==> run_1/util_map.png <==
The die is cut into 6 by 6 equal tiles; white is low, dark blue is high, 0 to 100% covered.
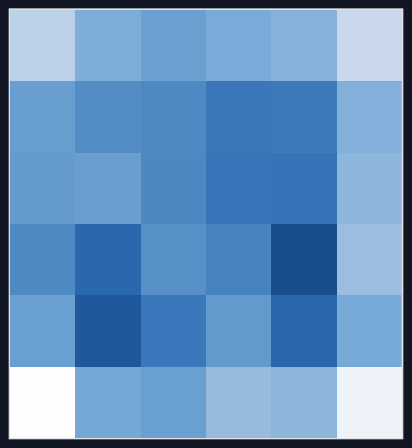
==> run_1/m2.png <==
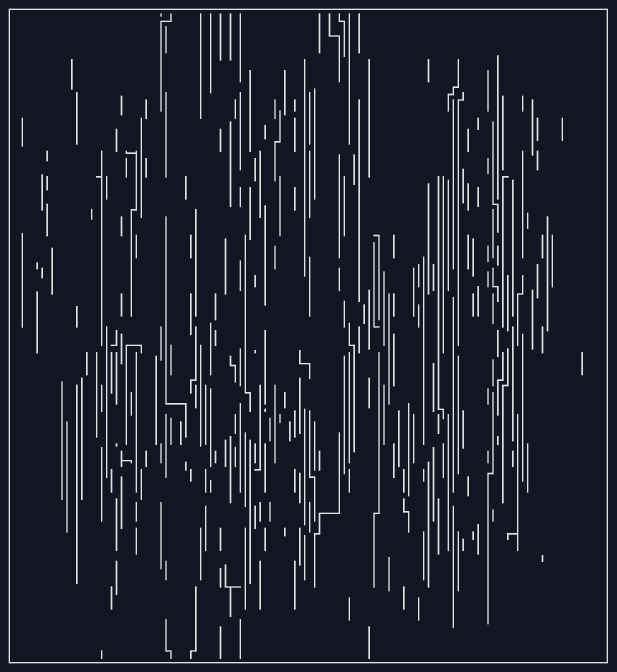
==> run_1/gates.png <==
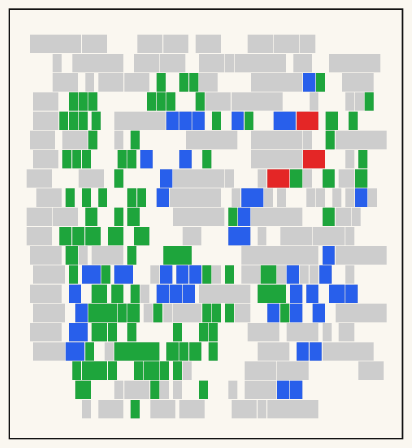
<file path="src/rtl/ctrl_cdc_pkg.sv">
// Shared types and constants for the 4-bit control crossing and its arbiter.
package ctrl_cdc_pkg;

  typedef enum logic [1:0] {
    IDLE = 2'd0,
    HOLD = 2'd1,
    GAP  = 2'd2
  } state_e;

  localparam int unsigned       CTRL_WIDTH     = 4;
  localparam logic [CTRL_WIDTH-1:0] CTRL_IDLE_CODE = 4'b0000;

endpackage

</file>
<file path="src/rtl/ctrl_cdc_arbiter_rr_pick.sv">
// Combinational round-robin selector: search starts one past the pointer and
// wraps, returning a one-hot winner, its index and a valid flag.
module rr_pick #(
  parameter int unsigned N     = 4,
  parameter int unsigned PTR_W = $clog2(N)
) (
  input  logic [N-1:0]     req_i,
  input  logic [PTR_W-1:0] ptr_i,
  output logic [N-1:0]     gnt_o,
  output logic [PTR_W-1:0] idx_o,
  output logic             valid_o
);

  always_comb begin
    int unsigned       cand;
    logic [PTR_W-1:0]  cand_idx;
    gnt_o    = '0;
    idx_o    = '0;
    valid_o  = 1'b0;
    cand     = 0;
    cand_idx = '0;
    for (int unsigned off = 1; off <= N; off++) begin
      cand     = (32'(ptr_i) + off) % N;
      cand_idx = PTR_W'(cand);
      if (!valid_o && req_i[cand_idx]) begin
        valid_o         = 1'b1;
        gnt_o[cand_idx] = 1'b1;
        idx_o           = cand_idx;
      end
    end
  end

endmodule

</file>
<file path="src/rtl/ctrl_cdc_arbiter.sv">
// Round-robin arbiter sharing one control crossing: each granted word is held
// for HOLD_CYCLES, then IDLE_CODE for GAP_CYCLES before the next arbitration.
module ctrl_cdc_arbiter
  import ctrl_cdc_pkg::*;
#(
  parameter int unsigned           NUM_REQ     = 4,
  parameter int unsigned           WIDTH       = CTRL_WIDTH,
  parameter int unsigned           HOLD_CYCLES = 4,
  parameter int unsigned           GAP_CYCLES  = 2,
  parameter logic [WIDTH-1:0]      IDLE_CODE   = CTRL_IDLE_CODE
) (
  input  logic                     clkA,
  input  logic                     rstA,
  input  logic [NUM_REQ-1:0]       req,
  input  logic [NUM_REQ*WIDTH-1:0] req_data,
  output logic [NUM_REQ-1:0]       grant,
  output logic                     busy,
  output logic [WIDTH-1:0]         ctrl_out
);

  localparam int unsigned PTR_W    = $clog2(NUM_REQ);
  localparam logic [7:0]  HOLD_END = 8'(HOLD_CYCLES - 1);
  localparam logic [7:0]  GAP_END  = 8'(GAP_CYCLES - 1);

  state_e             state_q, state_d;
  logic [7:0]         cnt_q, cnt_d;
  logic [PTR_W-1:0]   ptr_q, ptr_d;
  logic [NUM_REQ-1:0] grant_q, grant_d;
  logic [WIDTH-1:0]   ctrl_q, ctrl_d;

  logic [NUM_REQ-1:0] pick_gnt;
  logic [PTR_W-1:0]   pick_idx;
  logic               pick_valid;
  logic [WIDTH-1:0]   pick_word;

  rr_pick #(
    .N     (NUM_REQ),
    .PTR_W (PTR_W)
  ) u_rr_pick (
    .req_i   (req),
    .ptr_i   (ptr_q),
    .gnt_o   (pick_gnt),
    .idx_o   (pick_idx),
    .valid_o (pick_valid)
  );

  always_comb begin
    pick_word = '0;
    for (int unsigned i = 0; i < NUM_REQ; i++) begin
      if (pick_gnt[i]) pick_word = pick_word | req_data[i*WIDTH +: WIDTH];
    end
  end

  always_comb begin
    state_d = state_q;
    cnt_d   = cnt_q;
    ptr_d   = ptr_q;
    grant_d = '0;
    ctrl_d  = ctrl_q;
    unique case (state_q)
      IDLE: begin
        if (pick_valid) begin
          grant_d = pick_gnt;
          ctrl_d  = pick_word;
          ptr_d   = pick_idx;
          cnt_d   = HOLD_END;
          state_d = HOLD;
        end
      end
      HOLD: begin
        if (cnt_q == '0) begin
          ctrl_d  = IDLE_CODE;
          cnt_d   = GAP_END;
          state_d = GAP;
        end else begin
          cnt_d = cnt_q - 8'd1;
        end
      end
      GAP: begin
        if (cnt_q == '0) state_d = IDLE;
        else             cnt_d   = cnt_q - 8'd1;
      end
      default: state_d = IDLE;
    endcase
  end

  always_ff @(posedge clkA) begin
    if (!rstA) begin
      state_q <= IDLE;
      cnt_q   <= '0;
      ptr_q   <= PTR_W'(NUM_REQ - 1);
      grant_q <= '0;
      ctrl_q  <= IDLE_CODE;
    end else begin
      state_q <= state_d;
      cnt_q   <= cnt_d;
      ptr_q   <= ptr_d;
      grant_q <= grant_d;
      ctrl_q  <= ctrl_d;
    end
  end

  assign grant    = grant_q;
  assign ctrl_out = ctrl_q;
  assign busy     = (state_q != IDLE);

endmodule

</file>
<file path="config.mk">
export PLATFORM = sky130hd
export DESIGN_NAME = ctrl_cdc_arbiter
export DESIGN_NICKNAME = d
export VERILOG_FILES = /design/src/rtl/ctrl_cdc_pkg.sv /design/src/rtl/ctrl_cdc_arbiter_rr_pick.sv /design/src/rtl/ctrl_cdc_arbiter.sv
export SDC_FILE = /design/constraint.sdc
export NUM_CORES = 1
export LEC_CHECK = 0
export ABC_AREA = 1
export CORE_ASPECT_RATIO = 1.1
export CORE_MARGIN = 2
export CORE_UTILIZATION = 51
export DETAILED_ROUTE_END_ITERATION = 6
export GPL_TIMING_DRIVEN = 0
export PLACE_DENSITY_LB_ADDON = 0.08
export SYNTH_ARGS = -nofsm -noshare
export SYNTH_HDL_FRONTEND = slang
export SYNTH_SLANG_ARGS = --single-unit
</file>
<file path="constraint.sdc">
create_clock -name clkA -period 2.95 [get_ports clkA]
set_clock_uncertainty 0.2 [all_clocks]
set_input_delay 0.59 -clock clkA [delete_from_list [all_inputs] [get_ports clkA]]
set_output_delay 0.59 -clock clkA [all_outputs]
set_load 0.01 [all_outputs]
</file>
==> run notes, run 1 <==
* Detailed Place HPWL: 2460 um
* placed inst area: 0.00182 sq mm
* count of unique library cells instantiated by Yosys: 25
* crit path cell chain: inv_2 > ha_1 > inv_1 > nand3_2 > nand2_4 > nor2_1 > a21boi_0 > nand3_1 > nand2_1 > nand2_1 > o21ai_0 > a21oi_1
* Max Transition Viols Final: 0
* minimum clock period: 2.69 ns
* flip-flops: 20
* pin count of the biggest net entering global routing: 13
* launch point of the worst path: ptr_q[0]
* number of H-tree levels: 1
* Leak Pwr: 0.920 nW
* CP bufs+invs: 2
* data arrival time of the critical path: 2.70 ns
* net count of the finished layout: 292
* maximum fanout along the worst path: 9
* launching element type of the critical path: register
* most repeated cell in the gate-level netlist after synthesis: sky130_fd_sc_hd__nand2_1
* outcome: completed
* worst hold path type: reg -> reg
* pre-CTS setup slack: 0.296 ns
* routed metal-1 wirelength: 1470 um
* number of instances in the placed design: 283
* data-path buffer share of cell area in the final layout: 16.0%
* Largest register FFs: 8
* sequential-to-total area share from yosys stat: 27.0%
* VDD IR max: 0.750 mV
* number of I/O port buffers: 30
* clock-cell share of area: 2.80%
* busiest grt layer: met2
* Met3 Routed Length: 70 um
* longest individual stage delay on the worst path: 0.56 ns
* crit path capture: ctrl_out[2]
* Reg2Reg Setup Slack: 0.26 ns
* number of clock buffer instances in the layout: 3
* Mapped Area: 0.00148 sq mm
* category of the worst setup path capture point: register
* Pwr Density: 1090 mW/mm^2
* latest clock arrival within the worst-skew pair: 0.31 ns
* timing-limited maximum frequency: 372 MHz
* Post-Synthesis Net Count: 257
* category of the most critical setup path: reg -> reg
* TritonCTS clock tree: done
* Worst path depth: 12
* number of nets with antenna violations after routing: 0
* area occupied by multi-input gates: 975 sq um
* Layout fillers: 247
* main flop type: sky130_fd_sc_hd__dfxtp_1
* count of tool warnings: 38
* Yosys chip area: 0.00148 sq mm
* Worst Hold End: ctrl_out[2]
* ratio of cells with drive above 1 in the final layout: 8.27%
* GR Layer Usage met3: 2.13%
* fraction of registers with async set/reset: 0%
* antenna violations before repair: 0
* hold-fix buffers at CTS: 0
* met1 track utilization from global routing: 23.2%
* highest metal layer used by the detailed router: met4
* Crit Reg-Reg Startpoint: ptr_q[0]
* area growth from synthesis to final layout: 26.6%
* Layout Cell Area excl Fill: 0.00188 sq mm
* Setup TNS Final: 0 ns
* Post-CTS Setup Inserts: 0
* I/O pin cnt: 31
* diode count: 0
* Placement Rows: 20
* overflow left after global routing: 0
* hold path start: ctrl_out[2]
* required time at the worst-slack endpoint: 2.96 ns
* period utilization: 91.1%
* Power, Total: 2.05 mW
* Top cell excl fill/tap: sky130_fd_sc_hd__nand2_1
* Worst-Margin Slew: 0.374 ns
* horizontal die dimension: 55.4 um
* maximum clock insertion buffer count: 2
* detailed router's first-iteration violation count: 45
* CTS Sinks: 20
* count of buffers not belonging to the clock network in the layout: 30
* highest-delay cell along the critical path: sky130_fd_sc_hd__dfxtp_1
* # Cells Yosys: 220
* Seq area share: 21.3%
* setup repair after global routing missed its margin: no
* TAP cells: 33
* clock transition at the register clock pins on the worst setup and hold paths after CTS: 0.12 ns
* count of flip-flops with a built-in enable after synthesis: 0
* Die Span Y: 60.6 um
* first-pass GRT wire length: 5300 um
* 1st-pass router iterations: 4
* Reg area: 400 sq um
* final worst setup slack: 0.262 ns
* leading area contributor after synthesis: sky130_fd_sc_hd__dfxtp_1
* dominant kind of cell: multi-input combinational cells
* share of the synthesized area in the top cell type: 27.0%
* drt via density: 5.02
* Hold Violations, Final: 0
* worst max-slew margin expressed relative to the limit: 74.8%
* Fin Hold WS: 0.281 ns
* Routability Congestion: 0.881
* cells taking the most area after synthesis: sky130_fd_sc_hd__dfxtp_1, sky130_fd_sc_hd__nand2_1, sky130_fd_sc_hd__ha_1, sky130_fd_sc_hd__inv_1, sky130_fd_sc_hd__o21ai_0
* Avg WL per Cell: 10.8 um
* most numerous cell on the critical path: sky130_fd_sc_hd__nand2_1
* cts repair resizes: 0
* count of multi-input combinational gates: 172
* depth of the worst register-to-register path: 12
* all-layer global routing usage: 19.7%
* Registers, synthesis: 20
* met2 routed wirelength: 1530 um
* Most flops, register: cnt_q
* number of maximum-capacitance violations: 0
* layout inverter count without the clock tree: 28
* Syn Inst Count: 220
* clock root buffer master: sky130_fd_sc_hd__clkbuf_4
* placeable core area: 0.00278 sq mm
* total setup violations reported at the end of the flow: 0
* number of global-route vias before repair: 1,319
* DRC errors left: 0
* Post-Syn Area per Cell: 6.74 sq um
* end of the worst register-to-register path: ctrl_out[2]
* die area: 0.00336 sq mm
* leading cell types by count after synthesis: sky130_fd_sc_hd__nand2_1, sky130_fd_sc_hd__inv_1, sky130_fd_sc_hd__dfxtp_1
* synth warn: 0
Back to the opening pictures, util_map.png:
- tiles over 75% full: 11%
- mean over tiles: 55%
- nearly empty tiles: 2.8%
- fullest tile: 88%
share of the core filled by cells before placement: 53.4%
utilization after layout: 67.6%

Back to the opening pictures, m2.png:
- main direction: vertical
- share of all routed wire: 49%
- nets with wire on the layer: 209
- wire length on this layer: 1,530 um
global routing usage on met2: 36.6%
routed wire length: 3110 um
via total after detailed routing: 1,442

Back to the opening pictures, gates.png:
- red: xor and xnor cells (cells 3)
- green: nand cells (cells 92)
- blue: aoi and oai cells (cells 40)
combinational share of cell area: 51.9%
final non-filler cell total: 287

==> run 1: cell families after synthesis <==
kind of cell             count (synthesis)  synth area share, %
buffers and inverters                   28                 7.26
AND/OR/NAND/NOR                        114                 36.3
XOR/XNOR                                 3                 1.77
flip-flops                              20                 27.0
AND-OR/OR-AND                           40                 15.0
adder cells (fa/ha/maj)                 15                 12.7
==> run 1: report_power, final <==
group / leakage, nW / total [mW] / internal [mW] / switching, mW
Combinational: 0.728 / 1.36 / 0.513 / 0.852
Sequential: 0.164 / 0.451 / 0.364 / 0.0861
Clock: 0.0279 / 0.230 / 0.137 / 0.0924
Total: 0.920 / 2.05 / 1.01 / 1.03
## Run 2: what changed since run 1
--- a/config.mk
+++ b/config.mk
@@ -11,7 +11,7 @@
 export CORE_UTILIZATION = 51
 export DETAILED_ROUTE_END_ITERATION = 6
 export GPL_TIMING_DRIVEN = 0
-export PLACE_DENSITY_LB_ADDON = 0.08
+export PLACE_DENSITY_LB_ADDON = 0.15
 export SYNTH_ARGS = -nofsm -noshare
 export SYNTH_HDL_FRONTEND = slang
 export SYNTH_SLANG_ARGS = --single-unit
==> run_2/gates.png <==
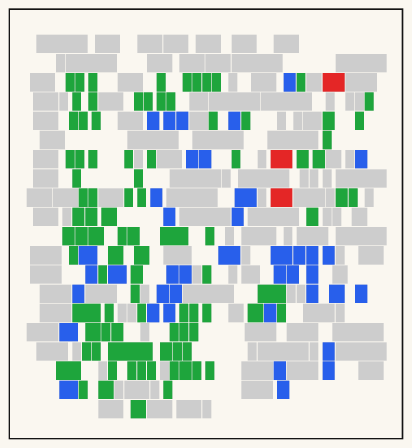
combinational share of cell area: 52.4%
Top cell excl fill/tap: sky130_fd_sc_hd__nand2_1

==> run 2 against run 1 <==
Net effect: global-route usage down 1.3 points; critical path depth unchanged; cell count unchanged; register-to-register slack better by 0.02 ns; first-iteration DRC count down 18%; utilization down 0.59 points; worst setup slack better by 0.022 ns; synthesized cell count unchanged; via count up 0.14%.
==> run notes, run 2 <==
* Reg2Reg Setup Slack: 0.28 ns, +0.02 ns
* highest-delay cell along the critical path: sky130_fd_sc_hd__dfxtp_1
* number of I/O port buffers: 30, unchanged
* timing-limited maximum frequency: 375 MHz, +0.81%
* Worst Hold End: ctrl_out[1]
* Syn Inst Count: 220, unchanged
* maximum clock insertion buffer count: 2, unchanged
* Registers, synthesis: 20, unchanged
* final non-filler cell total: 287, unchanged
* 1st-pass router iterations: 5, +1
* clock-cell share of area: 1.95%, -0.85 points
* end of the worst register-to-register path: ctrl_out[1]
* crit path cell chain: inv_2 > ha_1 > inv_1 > nand3_2 > nand2_4 > nor2_1 > a21boi_0 > nand3_1 > nand2_1 > nand2_1 > o21ai_0 > a21oi_1
* clock root buffer master: sky130_fd_sc_hd__clkbuf_4
* synth warn: 0, unchanged
* VDD IR max: 0.769 mV, +2.5%
* outcome: completed
* number of global-route vias before repair: 1,297, -1.7%
* Seq power: 0.448 mW, about the same
* most repeated cell in the gate-level netlist after synthesis: sky130_fd_sc_hd__nand2_1
* data-path buffer share of cell area in the final layout: 16.1%, +0.14 points
* final worst setup slack: 0.283 ns, +0.0217 ns
* category of the worst setup path capture point: register
* Crit Reg-Reg Startpoint: ptr_q[0]
* Worst-Margin Slew: 0.389 ns, +0.0148 ns
* I/O pin cnt: 31, unchanged
* total setup violations reported at the end of the flow: 0, unchanged
* launch point of the worst path: ptr_q[0]
* dominant kind of cell: multi-input combinational cells
* overflow left after global routing: 0, unchanged
* Yosys chip area: 0.00148 sq mm, unchanged
* worst max-slew margin expressed relative to the limit: 73.8%, -1.0 points
* Layout fillers: 265, +7.3%
* horizontal die dimension: 55.4 um, unchanged
* setup repair after global routing missed its margin: no
* Layout Cell Area excl Fill: 0.00186 sq mm, -0.87%
* drt via density: 5.03, +0.14%
* cts repair resizes: 0, unchanged
* number of clock buffer instances in the layout: 4, +1
* TAP cells: 33, unchanged
* detailed router's first-iteration violation count: 37, -18%
* net count of the finished layout: 292, unchanged
* Met3 Routed Length: 91 um, +30%
* die area: 0.00336 sq mm, unchanged
* hold-fix buffers at CTS: 0, unchanged
* power in combinational cells: 1.36 mW, about the same
* first-pass GRT wire length: 5070 um, -4.3%
* share of power burned in the clock network: 8.2%, -3.0 points
* met1 track utilization from global routing: 20.8%, -2.5 points
* flip-flops: 20, unchanged
* sequential-to-total area share from yosys stat: 27.0%, unchanged
* Post-Syn Area per Cell: 6.74 sq um, unchanged
* hold path start: ctrl_out[1]
* Switching Power: 1.02 mW, -1.2%
* Power, Total: 1.97 mW, -3.7%
* # Cells Yosys: 220, unchanged
* Die Span Y: 60.6 um, unchanged
* Routability Congestion: 0.833, -5.4%
* minimum clock period: 2.67 ns, -0.0217 ns
* leading cell types by count after synthesis: sky130_fd_sc_hd__nand2_1, sky130_fd_sc_hd__inv_1, sky130_fd_sc_hd__dfxtp_1
* ratio of cells with drive above 1 in the final layout: 8.27%, unchanged
* CP bufs+invs: 2, unchanged
* launching element type of the critical path: register
* count of unique library cells instantiated by Yosys: 25, unchanged
* Setup TNS Final: 0 ns, unchanged
* required time at the worst-slack endpoint: 2.95 ns, about the same
* number of instances in the placed design: 283, unchanged
* switching part of the total: 51.7%, +1.3 points
* met2 routed wirelength: 1570 um, +3.0%
* most numerous cell on the critical path: sky130_fd_sc_hd__nand2_1
* category of the most critical setup path: reg -> reg
* number of H-tree levels: 1, unchanged
* share of the synthesized area in the top cell type: 27.0%, unchanged
* global routing usage on met2: 37.1%, +0.51 points
* Placement Rows: 20, unchanged
* Detailed Place HPWL: 2490 um, +1.4%
* power share of the combinational group: 69.0%, +2.3 points
* worst hold path type: reg -> reg
* routed wire length: 3050 um, -1.9%
* Reg area: 400 sq um, unchanged
* placed inst area: 0.00182 sq mm, unchanged
* utilization after layout: 67.0%, -0.59 points
* pre-CTS setup slack: 0.310 ns, +0.0136 ns
* area occupied by multi-input gates: 975 sq um, unchanged
* Mapped Area: 0.00148 sq mm, unchanged
* placeable core area: 0.00278 sq mm, unchanged
* main flop type: sky130_fd_sc_hd__dfxtp_1
* number of nets with antenna violations after routing: 0, unchanged
* Post-CTS Setup Inserts: 0, unchanged
* crit path capture: ctrl_out[1]
* all-layer global routing usage: 18.4%, -1.3 points
* Seq area share: 21.5%, +0.19 points
* share of power burned in registers: 22.8%, +0.8 points
* count of tool warnings: 38, unchanged
* Worst path depth: 12, unchanged
* Leak Pwr: 0.913 nW, -0.75%
* CTS Sinks: 20, unchanged
* via total after detailed routing: 1,444, +0.14%
* depth of the worst register-to-register path: 12, unchanged
* antenna violations before repair: 0, unchanged
* cell-internal power: 0.951 mW, -6.3%
* area growth from synthesis to final layout: 25.5%
* layout inverter count without the clock tree: 28, unchanged
* cells taking the most area after synthesis: sky130_fd_sc_hd__dfxtp_1, sky130_fd_sc_hd__nand2_1, sky130_fd_sc_hd__ha_1, sky130_fd_sc_hd__inv_1, sky130_fd_sc_hd__o21ai_0
* data arrival time of the critical path: 2.66 ns, -0.04 ns
* Max Transition Viols Final: 0, unchanged
* maximum fanout along the worst path: 9, unchanged
* diode count: 0, unchanged
* latest clock arrival within the worst-skew pair: 0.31 ns, about the same
* Fin Hold WS: 0.275 ns, -0.00575 ns
* TritonCTS clock tree: done
* highest metal layer used by the detailed router: met4
* Post-Synthesis Net Count: 257, unchanged
* GR Layer Usage met3: 2.56%, +0.43 points
* Largest register FFs: 8, unchanged
* count of buffers not belonging to the clock network in the layout: 30, unchanged
* busiest grt layer: met2
* pin count of the biggest net entering global routing: 12, -1
* share of the core filled by cells before placement: 53.4%, unchanged
* count of multi-input combinational gates: 172, unchanged
* longest individual stage delay on the worst path: 0.54 ns, -0.02 ns
* leading power group: combinational logic
* number of maximum-capacitance violations: 0, unchanged
* routed metal-1 wirelength: 1370 um, -6.7%
* Avg WL per Cell: 10.6 um, -1.9%
run 2: cell count changes in the layout (fill, tap and decap cells not counted):
cell | previous run | this run
sky130_fd_sc_hd__bufinv_16 | 1 | 0
sky130_fd_sc_hd__clkbuf_8 | 0 | 1
run 2: cells by family (layout without fill, tap and decap cells):
| logic type | after synthesis | after routing | synth area share (%) |
|---|---|---|---|
| AOI/OAI and AO/OA | 40 | 40 | 15.0 |
| and+or+nand+nor | 114 | 114 | 36.3 |
| adders and majority gates | 15 | 15 | 12.7 |
| buffers and inverters | 28 | 62 | 7.26 |
| DFF | 20 | 20 | 27.0 |
| xor gates and xnor gates | 3 | 3 | 1.77 |
No activity file was given, so power comes from the tool's default toggle rates.
